==> config.mk <==
export PLATFORM = sky130hd
export DESIGN_NAME = nib_tx_ctrl
export DESIGN_NICKNAME = d
export VERILOG_FILES = /design/src/rtl/nib_pkg.sv /design/src/rtl/sync_bit.sv /design/src/rtl/nib_tx_ctrl.sv
export SDC_FILE = /design/constraint.sdc
export NUM_CORES = 1
export LEC_CHECK = 0
export CAP_MARGIN = 25
export CORE_UTILIZATION = 40
export CTS_BUF_LIST = sky130_fd_sc_hd__clkbuf_2
export DETAILED_ROUTE_END_ITERATION = 6
export GPL_TIMING_DRIVEN = 0
export PLACE_DENSITY = 0.59
export SKIP_LAST_GASP = 1
export SYNTH_ARGS = -nofsm -noshare
export SYNTH_HDL_FRONTEND = slang
export SYNTH_SLANG_ARGS = --single-unit
==> constraint.sdc <==
create_clock -name clk -period 7.1 [get_ports clk]
set_clock_uncertainty 0.1 [all_clocks]
set_input_delay 1.42 -clock clk [delete_from_list [all_inputs] [get_ports clk]]
set_output_delay 1.42 -clock clk [all_outputs]
set_load 0.005 [all_outputs]
==> src/rtl/nib_pkg.sv <==
`default_nettype none
// ============================================================================
// Module   : nib_pkg
// Brief    : Shared state encoding and defaults for the nibble TX controller.
// Revision : 1.0 - initial release
// ============================================================================
package nib_pkg;

    localparam int c_TIMEOUT_CYCLES_DFLT = 1023;
    localparam int c_SYNC_STAGES_DFLT    = 2;

    typedef enum logic [2:0] {
        ST_IDLE   = 3'd0,
        ST_HI_REQ = 3'd1,
        ST_HI_REL = 3'd2,
        ST_LO_REQ = 3'd3,
        ST_LO_REL = 3'd4
    } nib_state_e;

endpackage
`default_nettype wire

==> src/rtl/sync_bit.sv <==
`default_nettype none
// ============================================================================
// Module   : sync_bit
// Brief    : Multi-flop synchronizer for a single asynchronous bit.
// Revision : 1.0 - initial release
// ============================================================================
module sync_bit #(
    parameter int SYNC_STAGES = 2
) (
    input  logic clk,
    input  logic reset_n,
    input  logic d_i,
    output logic q_o
);

    logic [SYNC_STAGES-1:0] sync_q;

    always_ff @(posedge clk or negedge reset_n) begin
        if (!reset_n) begin
            sync_q <= '0;
        end else begin
            sync_q <= {sync_q[SYNC_STAGES-2:0], d_i};
        end
    end

    assign q_o = sync_q[SYNC_STAGES-1];

endmodule
`default_nettype wire

==> src/rtl/nib_tx_ctrl.sv <==
`default_nettype none
// ============================================================================
// Module   : nib_tx_ctrl
// Brief    : Sends a byte as two nibbles over a 4-phase strobe/ack handshake.
// Revision : 1.0 - initial release
// ============================================================================
module nib_tx_ctrl
    import nib_pkg::*;
#(
    parameter int TIMEOUT_CYCLES = c_TIMEOUT_CYCLES_DFLT,
    parameter int SYNC_STAGES    = c_SYNC_STAGES_DFLT
) (
    input  logic       clk,
    input  logic       reset_n,
    input  logic       tx_valid,
    input  logic [7:0] tx_data,
    output logic       tx_ready,
    input  logic       ack,
    output logic       strobe,
    output logic [3:0] nout,
    output logic       busy,
    output logic       done,
    output logic       timeout_err
);

    localparam int                 c_CNT_W    = $clog2(TIMEOUT_CYCLES + 1);
    localparam logic [c_CNT_W-1:0] c_DWELL    = c_CNT_W'(SYNC_STAGES - 1);
    localparam logic [c_CNT_W-1:0] c_CNT_LAST = c_CNT_W'(TIMEOUT_CYCLES);

    nib_state_e         state_q;
    logic [7:0]         hold_q;
    logic [c_CNT_W-1:0] cnt_q;
    logic [c_CNT_W-1:0] cnt_d;
    logic               strobe_q;
    logic [3:0]         nout_q;
    logic               done_q;
    logic               timeout_err_q;
    logic               ack_s;
    logic               ack_want;
    logic               advance;
    logic               abort;

    sync_bit #(
        .SYNC_STAGES (SYNC_STAGES)
    ) u_ack_sync (
        .clk     (clk),
        .reset_n (reset_n),
        .d_i     (ack),
        .q_o     (ack_s)
    );

    always_comb begin
        ack_want = 1'b0;
        case (state_q)
            ST_HI_REQ, ST_LO_REQ: ack_want = 1'b1;
            default:              ack_want = 1'b0;
        endcase
    end

    // Each wait state dwells at least SYNC_STAGES cycles so an ack that is
    // already at the awaited level cannot collapse a handshake phase.
    assign cnt_d   = cnt_q + c_CNT_W'(1);
    assign busy    = (state_q != ST_IDLE);
    assign advance = busy && (cnt_q >= c_DWELL) && (ack_s == ack_want);
    assign abort   = busy && !advance && (cnt_d == c_CNT_LAST);

    always_ff @(posedge clk or negedge reset_n) begin
        if (!reset_n) begin
            state_q       <= ST_IDLE;
            hold_q        <= '0;
            cnt_q         <= '0;
            strobe_q      <= 1'b0;
            nout_q        <= '0;
            done_q        <= 1'b0;
            timeout_err_q <= 1'b0;
        end else begin
            done_q        <= 1'b0;
            timeout_err_q <= 1'b0;
            if (abort) begin
                state_q       <= ST_IDLE;
                hold_q        <= '0;
                cnt_q         <= '0;
                strobe_q      <= 1'b0;
                nout_q        <= '0;
                timeout_err_q <= 1'b1;
            end else if (advance) begin
                cnt_q <= '0;
                case (state_q)
                    ST_HI_REQ: begin
                        state_q  <= ST_HI_REL;
                        strobe_q <= 1'b0;
                    end
                    ST_HI_REL: begin
                        state_q  <= ST_LO_REQ;
                        hold_q   <= {hold_q[3:0], 4'h0};
                        nout_q   <= hold_q[3:0];
                        strobe_q <= 1'b1;
                    end
                    ST_LO_REQ: begin
                        state_q  <= ST_LO_REL;
                        strobe_q <= 1'b0;
                    end
                    ST_LO_REL: begin
                        state_q <= ST_IDLE;
                        hold_q  <= '0;
                        nout_q  <= '0;
                        done_q  <= 1'b1;
                    end
                    default: begin
                        state_q  <= ST_IDLE;
                        strobe_q <= 1'b0;
                        nout_q   <= '0;
                    end
                endcase
            end else if (state_q == ST_IDLE) begin
                cnt_q <= '0;
                if (tx_valid) begin
                    state_q  <= ST_HI_REQ;
                    hold_q   <= tx_data;
                    nout_q   <= tx_data[7:4];
                    strobe_q <= 1'b1;
                end
            end else begin
                cnt_q <= cnt_d;
            end
        end
    end

    assign tx_ready    = (state_q == ST_IDLE);
    assign strobe      = strobe_q;
    assign nout        = nout_q;
    assign done        = done_q;
    assign timeout_err = timeout_err_q;

endmodule
`default_nettype wire
==> impl_metrics.env <==
# physical design summary
export IMPL_mux_area_frac=0.02875
export IMPL_antenna_left=0
export IMPL_drive_above_1_share=0.06098
export IMPL_max_cap_viol_count=0
export IMPL_comb_area_share=0.4095
export IMPL_port_buffers=20
export IMPL_dp_hpwl_um=2136
export IMPL_grt_first_pass_wirelength_um=4705
export IMPL_relSlewSlack=0.5598
export IMPL_largest_class="multi-input combinational cells"
export IMPL_slew_viol_final=0
export IMPL_largest_reg_flops=10
export IMPL_cp_arrival_ns=1.88
export IMPL_drc=0
export IMPL_critPathLaunch="state_q[0]$_DFFE_PN0P_"
export IMPL_status="finished, final reports clean"
export IMPL_fin_cells=210
export IMPL_buf_share=0.1400
export IMPL_path_depth=4
export IMPL_drt_pass1_iterations=6
export IMPL_irDropWorstVdd_v=0.0001067
export IMPL_met3_usage=0.04904
export IMPL_logic_gates=100
export IMPL_pwr_share_comb=0.539
export IMPL_period_needed_ns=3.400
export IMPL_fp_nets=156
export IMPL_power_switching_uw=240.0
export IMPL_crit_type="reg -> out"
export IMPL_clk_share=0.008935
export IMPL_pg_clk_uw=54.6
export IMPL_yosysTopAreaCellShare=0.4672
export IMPL_p_seq_frac=0.367
export IMPL_p_leak_uw=0.0007352
export IMPL_area_leaders="dfrtp_1, nor2_1, ha_1, xnor2_1, a32o_1"
export IMPL_reg2reg_setup_slack_ns=4.38
export IMPL_crit_path_end_kind="output port"
export IMPL_placementRows=21
export IMPL_required_ns=5.58
export IMPL_cts_root_buf="clkbuf_2"
export IMPL_xor_share=0.05660
export IMPL_internal_power_uw=341.9
export IMPL_synth_chip_area_um2=1393
export IMPL_final_area_um2=1680
export IMPL_lay_top_count="dfrtp_1"
export IMPL_adder_share=0.03594
export IMPL_antenna_found_initial=0
export IMPL_diodes=0
export IMPL_holdPathStages=0
export IMPL_nClkBuffers=3
export IMPL_fin_ws_ns=3.700
export IMPL_grt_usage=0.1751
export IMPL_hold_violations=0
export IMPL_synth_most_common_cell="dfrtp_1"
export IMPL_clkTransAtPathRegs_ns=0.24
export IMPL_whs_ns=0.2844
export IMPL_globalRouteMet2Util=0.2967
export IMPL_clock_sinks=26
export IMPL_via_per_inst=5.362
export IMPL_logic_family="simple AND/OR/NAND/NOR gates"
export IMPL_min_path_type="reg -> reg"
export IMPL_setup_worst_path_start_class="register"
export IMPL_area_growth_pct=20.66
export IMPL_yosysWarnings=0
export IMPL_seqCellArea_um2=650.6
export IMPL_grt_max_degree=15
export IMPL_endpoint="busy"
export IMPL_cts_resized=0
export IMPL_critPathMaxFanout=8
export IMPL_p_seq_uw=213
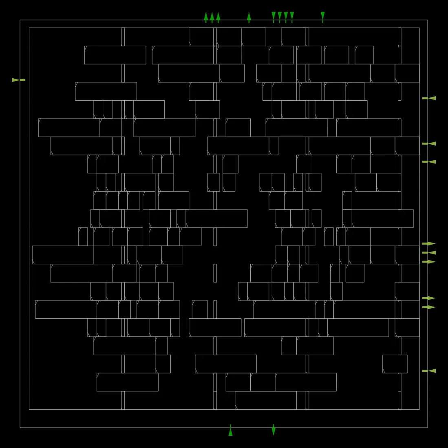
*Cell outlines without signal wires*
Flops: 26
tapcell count: 46

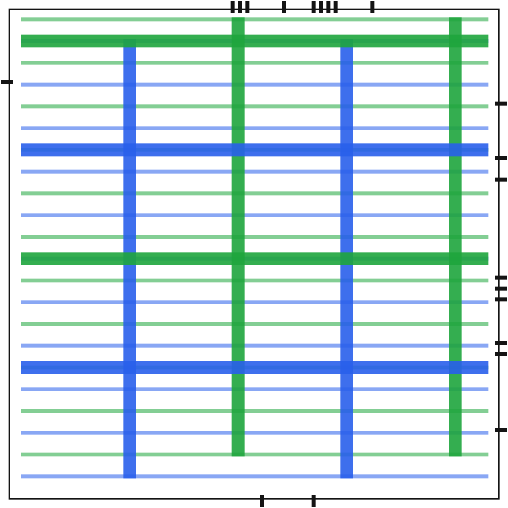
*Floorplan with the power grid*
Scale: 8 px per µm. Pins as bars on the die edge.
| colour | net |
|---|---|
| green | VDD |
| blue | VSS |
rows: 21
met4 straps: 4

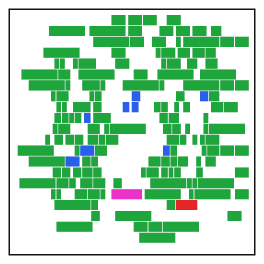
*Cell sizes after repair*
Scale: 4 px per µm.
| colour | size | cells | share | most used |
|---|---|---|---|---|
| green | drive 1 or less | 154 | 94% | dfrtp_1 |
| magenta | drive 3 to 4 | 1 | 0.61% | o31ai_4 |
| red | drive 6 and up | 1 | 0.61% | buf_8 |
| blue | drive 2 | 8 | 4.9% | clkbuf_2 |

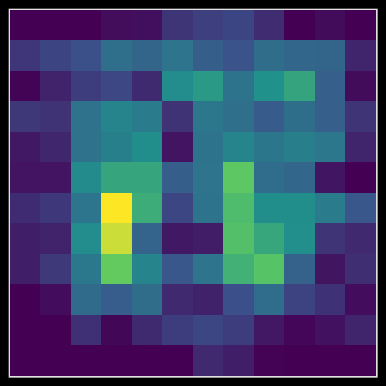
*Wiring heat map*
Scale: 6 px per µm. 12 x 12 tiles, from dark purple (low) to yellow (high), scaled to the fullest tile. Values are wire area over tile area, all layers added.
densest ninth of the die: centre
nearly empty tiles: 15%
fullest tile: 0.48
tiles over half the peak: 9.7%
mean over tiles: 0.12

